===== src/rtl/traffic_pkg.sv =====
// Shared traffic-light definitions: vehicle phase lengths, pedestrian phase
// defaults and the pedestrian controller state encoding.
package traffic_pkg;

  localparam int unsigned GREEN_CYCLES  = 5;
  localparam int unsigned YELLOW_CYCLES = 2;
  localparam int unsigned RED_CYCLES    = 7;

  localparam int unsigned PED_CLEAR_CYCLES = 1;
  localparam int unsigned PED_WALK_CYCLES  = 3;
  localparam int unsigned PED_FLASH_CYCLES = 2;

  typedef enum logic [2:0] {
    PED_IDLE  = 3'd0,
    PED_CLEAR = 3'd1,
    PED_WALK  = 3'd2,
    PED_FLASH = 3'd3,
    PED_DONE  = 3'd4
  } ped_state_t;

  function automatic int unsigned max3(input int unsigned a, input int unsigned b,
                                       input int unsigned c);
    int unsigned m;
    m = (a > b) ? a : b;
    return (m > c) ? m : c;
  endfunction

endpackage


===== src/rtl/ped_crossing_ctrl_phase_timer.sv =====
// Loadable down-counter for pedestrian phase timing; saturates at zero.
module phase_timer #(
  parameter int unsigned W = 3
) (
  input  logic         clk,
  input  logic         rst,
  input  logic         load,
  input  logic [W-1:0] value,
  input  logic         enable,
  output logic         zero
);

  logic [W-1:0] count;

  always_ff @(posedge clk) begin
    if (!rst) begin
      count <= '0;
    end else if (load) begin
      count <= value;
    end else if (enable && count != '0) begin
      count <= count - 1'b1;
    end
  end

  assign zero = (count == '0);

endmodule


===== src/rtl/ped_crossing_ctrl.sv =====
// Pedestrian signal controller: latches button requests and grants one
// clear/walk/flash sequence at each start of vehicle red.
module ped_crossing_ctrl
  import traffic_pkg::*;
#(
  parameter int unsigned CLEAR_CYCLES = PED_CLEAR_CYCLES,
  parameter int unsigned WALK_CYCLES  = PED_WALK_CYCLES,
  parameter int unsigned FLASH_CYCLES = PED_FLASH_CYCLES
) (
  input  logic clk,
  input  logic rst,
  input  logic pass,
  input  logic button,
  output logic walk,
  output logic dont_walk,
  output logic req_pending
);

  localparam int unsigned CW = $clog2(max3(CLEAR_CYCLES, WALK_CYCLES, FLASH_CYCLES)) + 1;
  localparam logic [CW-1:0] CLEAR_LD = CW'(CLEAR_CYCLES - 1);
  localparam logic [CW-1:0] WALK_LD  = CW'(WALK_CYCLES - 1);
  localparam logic [CW-1:0] FLASH_LD = CW'(FLASH_CYCLES - 1);

  ped_state_t    state_q, state_d;
  logic          req_q, req_d;
  logic          flash_q, flash_d;
  logic          pass_q;
  logic          red_start;
  logic          t_load, t_en, t_zero;
  logic [CW-1:0] t_val;

  phase_timer #(.W(CW)) u_timer (
    .clk    (clk),
    .rst    (rst),
    .load   (t_load),
    .value  (t_val),
    .enable (t_en),
    .zero   (t_zero)
  );

  // pass_q resets low so a red already present at reset exit is not a red start
  assign red_start = pass_q & ~pass;

  always_ff @(posedge clk) begin
    if (!rst) begin
      state_q <= PED_IDLE;
      req_q   <= 1'b0;
      flash_q <= 1'b0;
      pass_q  <= 1'b0;
    end else begin
      state_q <= state_d;
      req_q   <= req_d;
      flash_q <= flash_d;
      pass_q  <= pass;
    end
  end

  always_comb begin
    state_d = state_q;
    req_d   = req_q;
    flash_d = flash_q;
    t_load  = 1'b0;
    t_val   = '0;
    t_en    = 1'b0;

    if (button && (state_q == PED_IDLE || state_q == PED_CLEAR || state_q == PED_DONE))
      req_d = 1'b1;

    case (state_q)
      PED_IDLE: begin
        if (red_start && (req_q || button)) begin
          state_d = PED_CLEAR;
          t_load  = 1'b1;
          t_val   = CLEAR_LD;
        end
      end
      PED_CLEAR: begin
        if (pass) begin
          state_d = PED_IDLE;
        end else if (t_zero) begin
          // request is consumed here; this clear overrides a same-cycle press
          state_d = PED_WALK;
          req_d   = 1'b0;
          t_load  = 1'b1;
          t_val   = WALK_LD;
        end else begin
          t_en = 1'b1;
        end
      end
      PED_WALK: begin
        if (pass) begin
          state_d = PED_IDLE;
        end else if (t_zero) begin
          state_d = PED_FLASH;
          flash_d = 1'b1;
          t_load  = 1'b1;
          t_val   = FLASH_LD;
        end else begin
          t_en = 1'b1;
        end
      end
      PED_FLASH: begin
        flash_d = ~flash_q;
        if (pass) begin
          state_d = PED_IDLE;
        end else if (t_zero) begin
          state_d = PED_DONE;
        end else begin
          t_en = 1'b1;
        end
      end
      PED_DONE: begin
        if (pass) state_d = PED_IDLE;
      end
      default: state_d = PED_IDLE;
    endcase
  end

  always_comb begin
    walk        = (state_q == PED_WALK);
    dont_walk   = 1'b1;
    req_pending = req_q;
    case (state_q)
      PED_WALK:  dont_walk = 1'b0;
      PED_FLASH: dont_walk = flash_q;
      default:   dont_walk = 1'b1;
    endcase
  end

endmodule


===== config.mk =====
export PLATFORM = sky130hd
export DESIGN_NAME = ped_crossing_ctrl
export DESIGN_NICKNAME = d
export VERILOG_FILES = /design/src/rtl/traffic_pkg.sv /design/src/rtl/ped_crossing_ctrl_phase_timer.sv /design/src/rtl/ped_crossing_ctrl.sv
export SDC_FILE = /design/constraint.sdc
export NUM_CORES = 1
export LEC_CHECK = 0
export CORE_AREA = 3 3 40 42
export DETAILED_ROUTE_END_ITERATION = 10
export DIE_AREA = 0 0 43 45
export SETUP_SLACK_MARGIN = 0.4
export SLEW_MARGIN = 0
export SYNTH_ARGS = -nofsm -noshare
export SYNTH_HDL_FRONTEND = slang
export SYNTH_SLANG_ARGS = --single-unit

===== constraint.sdc =====
create_clock -name clk -period 2.8 [get_ports clk]
set_clock_uncertainty 0.15 [all_clocks]
set_input_delay 0.56 -clock clk [delete_from_list [all_inputs] [get_ports clk]]
set_output_delay 0.56 -clock clk [all_outputs]
set_load 0.01 [all_outputs]

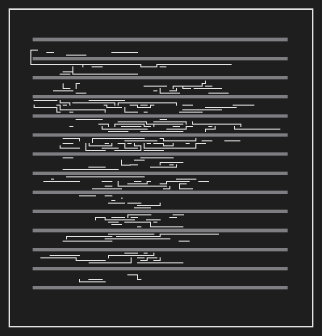
Figure 1: run 1, M1 wires.
Supply wires on this layer in gray.
main direction	horizontal
wire length on this layer	501 um

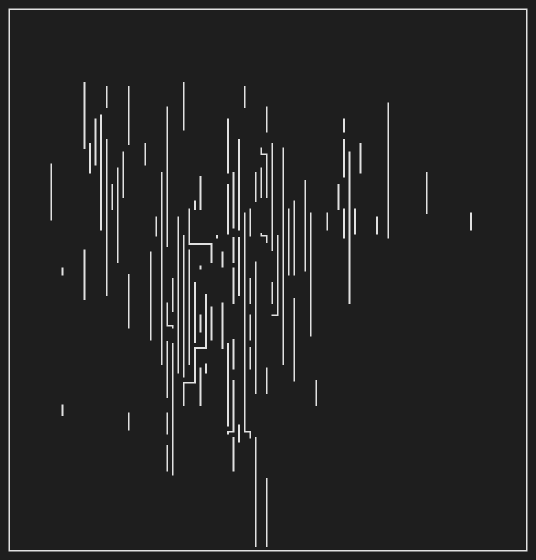
Figure 2: run 1, the metal 2 layer.
share of all routed wire	43%
main direction	vertical

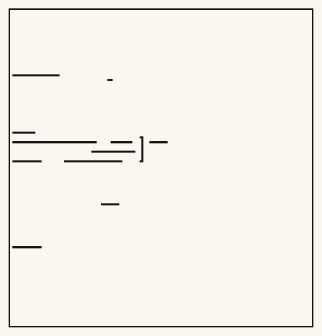
Figure 3: run 1, M3 wires.
nets with wire on the layer	10
main direction	horizontal

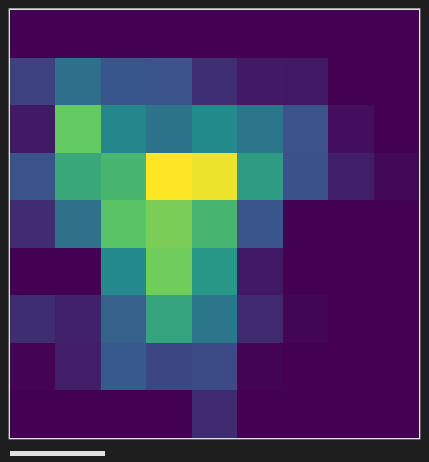
Figure 4: run 1, routed metal per tile.
Bar = 10 um. The die is cut into 9 by 9 equal tiles; dark purple is low, yellow is high, scaled to the fullest tile. Values are wire area over tile area, all layers added.
nearly empty tiles	44%
densest ninth of the die	middle
tiles over half the peak	15%
emptiest ninth of the die	bottom right
fullest tile	0.43

==> qor.yml, run 1 <==
status: "finished, final reports clean"
rsz0062_at_grt: "no"
comb_area_share: 0.506
final_core_util: 0.475
hold-worst-slack_ns: 0.325
cts_tree: "yes"
via_per_inst: 5.33
dp_worst_setup_slack_ns: 0.773
top_logic_kind: "simple AND/OR/NAND/NOR gates"
dpl.hpwl_um: 753
cap_violations: 0
ys_sh_simple: 0.266
grt_pass1_wl_um: 1860
period_used_share: 0.790
worstSetupPathType: "register to primary output"
postRouteAntennaNets: 0
wl_met2_um: 444
cp_max_fo: 10
power.density_nw_per_um2: 457
pwr-share-comb: 0.146
fin_area_um2: 611
required_ns: 2.09
path_depth: 3
grt_max_degree: 11
pin_count: 7
ys_cells: 64
synthCells: 64
cts.path.max_buffers: 2
routedWlPerCell_um: 12.0
critPathMaxStageDelay_ns: 0.53
num_tap_cells: 15
cp.arrival_ns: 1.50
xor_area_frac: 0.0164
logic_gates: 47
post-cts-setup-buffers: 0
nNonClkInverters: 4
first_pass_iters: 4
netlist_area_um2: 536
fp_util: 0.417
yosys_most_used_dff: "dfxtp_1"
cp_num_buf_inv: 1
top_cell_area_share: 0.336
path_cells: "nand2_1, nand2_1, clkdlybuf4s50_1"
flop_area_um2: 181
switchingPower_mw: 0.0719
grt_use_met3: 0.0398
wl_met1_um: 500
grt_overflow_total: 0
port-buffer-count: 6
post_cts_resized: 0
top_cell: "dfxtp_1"
maxSlewHeadroom: 0.767
hold_violations: 0
seq_share: 0.297
clock_area_frac: 0.0430
postSynth.asyncResetShare: 0
synth_warnings: 0
cp_slowest_cell: "clkdlybuf4s50_1"
warning_count: 27
syn-num-nets: 70
p_seq_frac: 0.488
die-height_um: 45
critPathLaunchType: "register"
min-delay-start: "u_timer.count[0]"
hold_depth: 2
dieWidth_um: 43
endpoint_kind: "primary output"
diodes: 0
setup_violations: 0
cts_buffers: 3
holdBufCountCts: 0
clock_power_mw: 0.102
gr-usage-met2: 0.192
nets: 77
clk_pin_slew_ns: 0.06
yosys.area_share.aoi: 0.229
hold_class: "register to register"
drt-initial-drc-count: 10
maxPowerGroup: "registers"
wirelength_um: 1020
rr_worst_depth: 6
edf_count: 0
yosys_area_um2: 536
top_layer: "met4"
ys_sh_mux: 0.0187
grt_busiest_layer: "met2"
dp.cells: 81
worstSkewPairLatency_ns: 0.26
leakagePower_nw: 0.227
drive_gt1_frac: 0.143
common_cells: "9 x dfxtp_1, 8 x nor2_1, 6 x nand2_1"
ir_worst_vdd_v: 0.000224
core_um2: 1280
## run 1: worst reg2reg max path: stages, from the launching register on
cell and delay [ns]:
dfxtp_1 0.34, inv_1 0.06, ha_1 0.24, nor2b_2 0.18
nand2_1 0.14, nand3_1 0.12, o32ai_1 0.23
## run 1: registers in the layout, indices dropped and copies added, names as in the netlist
signal and count:
u_timer.count 3, state_q 3, pass_q 1, req_pending 1, flash_q 1
## run 1: placed cells by master (no fill, tap or decap), types with 2 or more instances in the layout
cell / n
ha_1: 2
a31oi_1: 2
nand2b_1: 2
inv_1: 4
clkbuf_4: 3
nor2_1: 8
clkdlybuf4s50_1: 6
o21ai_0: 3
nand3_1: 3
a21oi_1: 3
nand2_1: 6
o41ai_1: 2
dfxtp_1: 8
## Run 2: what changed since run 1
clock period = 2.3 ns   (was 2.8 ns; I/O delays follow)
==> run 2 against run 1 <==
Compared with the run above: flip-flop count is the same; via count rose by 4.0%; sequential power grew 21%; critical path type unchanged.
==> qor.yml, run 2 <==
vias: 471
layout_top_cell: "nor2_1"
post_cts_resized: 6
rsz0062_at_grt: "no"
cts.path.max_buffers: 2
cts_root_buf: "clkbuf_4"
post-cts-setup-buffers: 0
p_clk_frac: 0.368
routedWlPerCell_um: 11.9
hold-worst-slack_ns: 0.326
area_leaders: "dfxtp_1 34%, nor2_1 5.6%, ha_1 4.7%, nand2_1 4.2%, o41ai_1 3.3%"
p_sw_frac: 0.260
fmax_mhz: 549
port-buffer-count: 6
postSynth.asyncResetShare: 0
p_seq_frac: 0.484
postSynthSeqShare: 0.336
required_ns: 1.69
fin_cells: 88
hold_class: "register to register"
pin_count: 7
comb_area_share: 0.486
comb_power_mw: 0.0505
cap_violations: 0
yosys_area_um2: 536
buffers: 9
ys.flops: 9
drive_gt1_frac: 0.205
fp_util: 0.417
dp_worst_setup_slack_ns: 0.373
cp_slowest_cell: "dfxtp_4"
worst_slew_pin_slew_ns: 0.350
status: "finished, final reports clean"
dp.cells: 81
num_tap_cells: 15
nClkBuffers: 4
cp_num_buf_inv: 2
dpl.hpwl_um: 753
warning_count: 27
fin_area_um2: 636
wl_met3_um: 68
core_um2: 1280
nets: 80
critPathMaxStageDelay_ns: 0.39
power.density_nw_per_um2: 536
switchingPower_mw: 0.0885
endpoint_kind: "primary output"
synthCells: 64
pg_seq_mw: 0.165
drt-initial-drc-count: 8
setup_violations: 0
grt_max_degree: 11
pwr-share-comb: 0.148
grt_pass1_wl_um: 1860
design.seq.count: 9
maxPowerGroup: "registers"
grt_usage: 0.129
grt_pass1_vias: 420
placed_area_um2: 583
grt_overflow_total: 0
netlist_area_um2: 536
ys_types: 30
p_total_mw: 0.341
flop_area_um2: 186
p_int_mw: 0.252
nNonClkInverters: 4
syn_to_final_growth_pct: 18.7
critPathLaunchType: "register"
ys_cells: 64
diodes: 0
cts_sinks: 9
logic_gates: 47
holdBufCountCts: 0
path_cells: "inv_1, nor2_1, nand2_1, dlygate4sd2_1"
avgSynthCellArea_um2: 8.37
cp.arrival_ns: 1.21
slew_violations: 0
first_pass_iters: 4
die-height_um: 45
gr-usage-met2: 0.192
grtUsageMet1: 0.159
seq_share: 0.293
comb_area_um2: 309
via_per_inst: 5.35
dieWidth_um: 43
worstSetupStartpoint: "state_q[1]"
cp_top_family: "flip-flops"
worstSetupPathType: "register to primary output"
top_cell_area_share: 0.336
wirelength_um: 1050
top_layer: "met4"
min-delay-start: "u_timer.count[0]"
yosys_most_used_dff: "dfxtp_1"
edf_count: 0
wl_met2_um: 435
ir_worst_vdd_v: 0.000285
timing.rr.start: "u_timer.count[0]"
wl_met1_um: 516
clk_pin_slew_ns: 0.06
final_core_util: 0.495
leakagePower_nw: 0.248
synth_warnings: 0
cts_buffers: 3
syn-num-nets: 70
grt_busiest_layer: "met2"
top_area_cell: "dfxtp_1"
antenna_found_initial: 0
fillers: 124
chipArea_um2: 1940
common_cells: "9 x dfxtp_1, 8 x nor2_1, 6 x nand2_1"
setup_tns_ns: 0
row_count: 13
worst_slack_ns: 0.479
maxSlewHeadroom: 0.766
clock_area_frac: 0.0413
worstSkewPairLatency_ns: 0.26
most-common-layout-cells: "8 x nor2_1, 6 x nand2_1, 6 x dfxtp_1"
hold_violations: 0
grt_use_met3: 0.0398
biggestCellCategory: "multi-input combinational cells"
gp_congestion: 0.840
htreeDepth: 1
nonClkBufAreaFrac: 0.126
postRouteAntennaNets: 0
cp_max_fo: 7
reg_top3: "state_q x3, u_timer.count x3"
period_used_share: 0.792
clock_power_mw: 0.125
top_cell: "dfxtp_1"
cts_tree: "yes"
## run 2: path summary, 6_finish.rpt
check	to	slack [ns]	depth (start not counted)
hold / removal	u_timer.count[0]	0.33	2
hold reg to reg	u_timer.count[0]	0.33	2
setup reg to reg	u_timer.count[0]	0.75	6
setup / recovery	dont_walk	0.48	4
## run 2: cell families after synthesis
group,after synthesis,synth area share
and+or+nand+nor,27,0.266
AOI/OAI and AO/OA,16,0.229
DFF,9,0.336
buffers and inverters,8,0.0864
adders and majority gates,2,0.0467
xor gates and xnor gates,1,0.0164
muxes,1,0.0187
## run 2: worst register-to-register path: cells and delay by family, from the launching register on
family | cells | cell delay, ns
and+or+nand+nor | 3 | 0.44
adders and majority gates | 1 | 0.24
DFF | 1 | 0.34
buffers and inverters | 1 | 0.06
AOI/OAI and AO/OA | 1 | 0.23
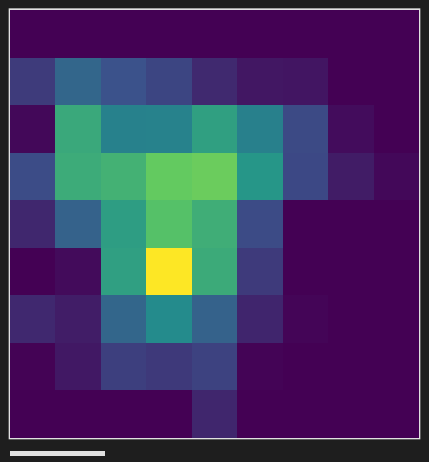
Figure 5: run 2, routed metal per tile.
Bar = 10 um. The die is cut into 9 by 9 equal tiles; dark purple is low, yellow is high, scaled to the fullest tile. Values are wire area over tile area, all layers added.
fullest tile	0.48
densest ninth of the die	middle
nearly empty tiles	43%
tiles over half the peak	16%
emptiest ninth of the die	bottom right

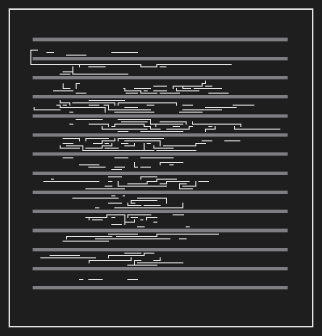
Figure 6: run 2, M1 wires.
Supply wires on this layer in gray.
longest straight run	15.6 um
main direction	horizontal
share of all routed wire	49%
nets with wire on the layer	70
wire length on this layer	517 um

Power is estimated from default activity; no workload was simulated.
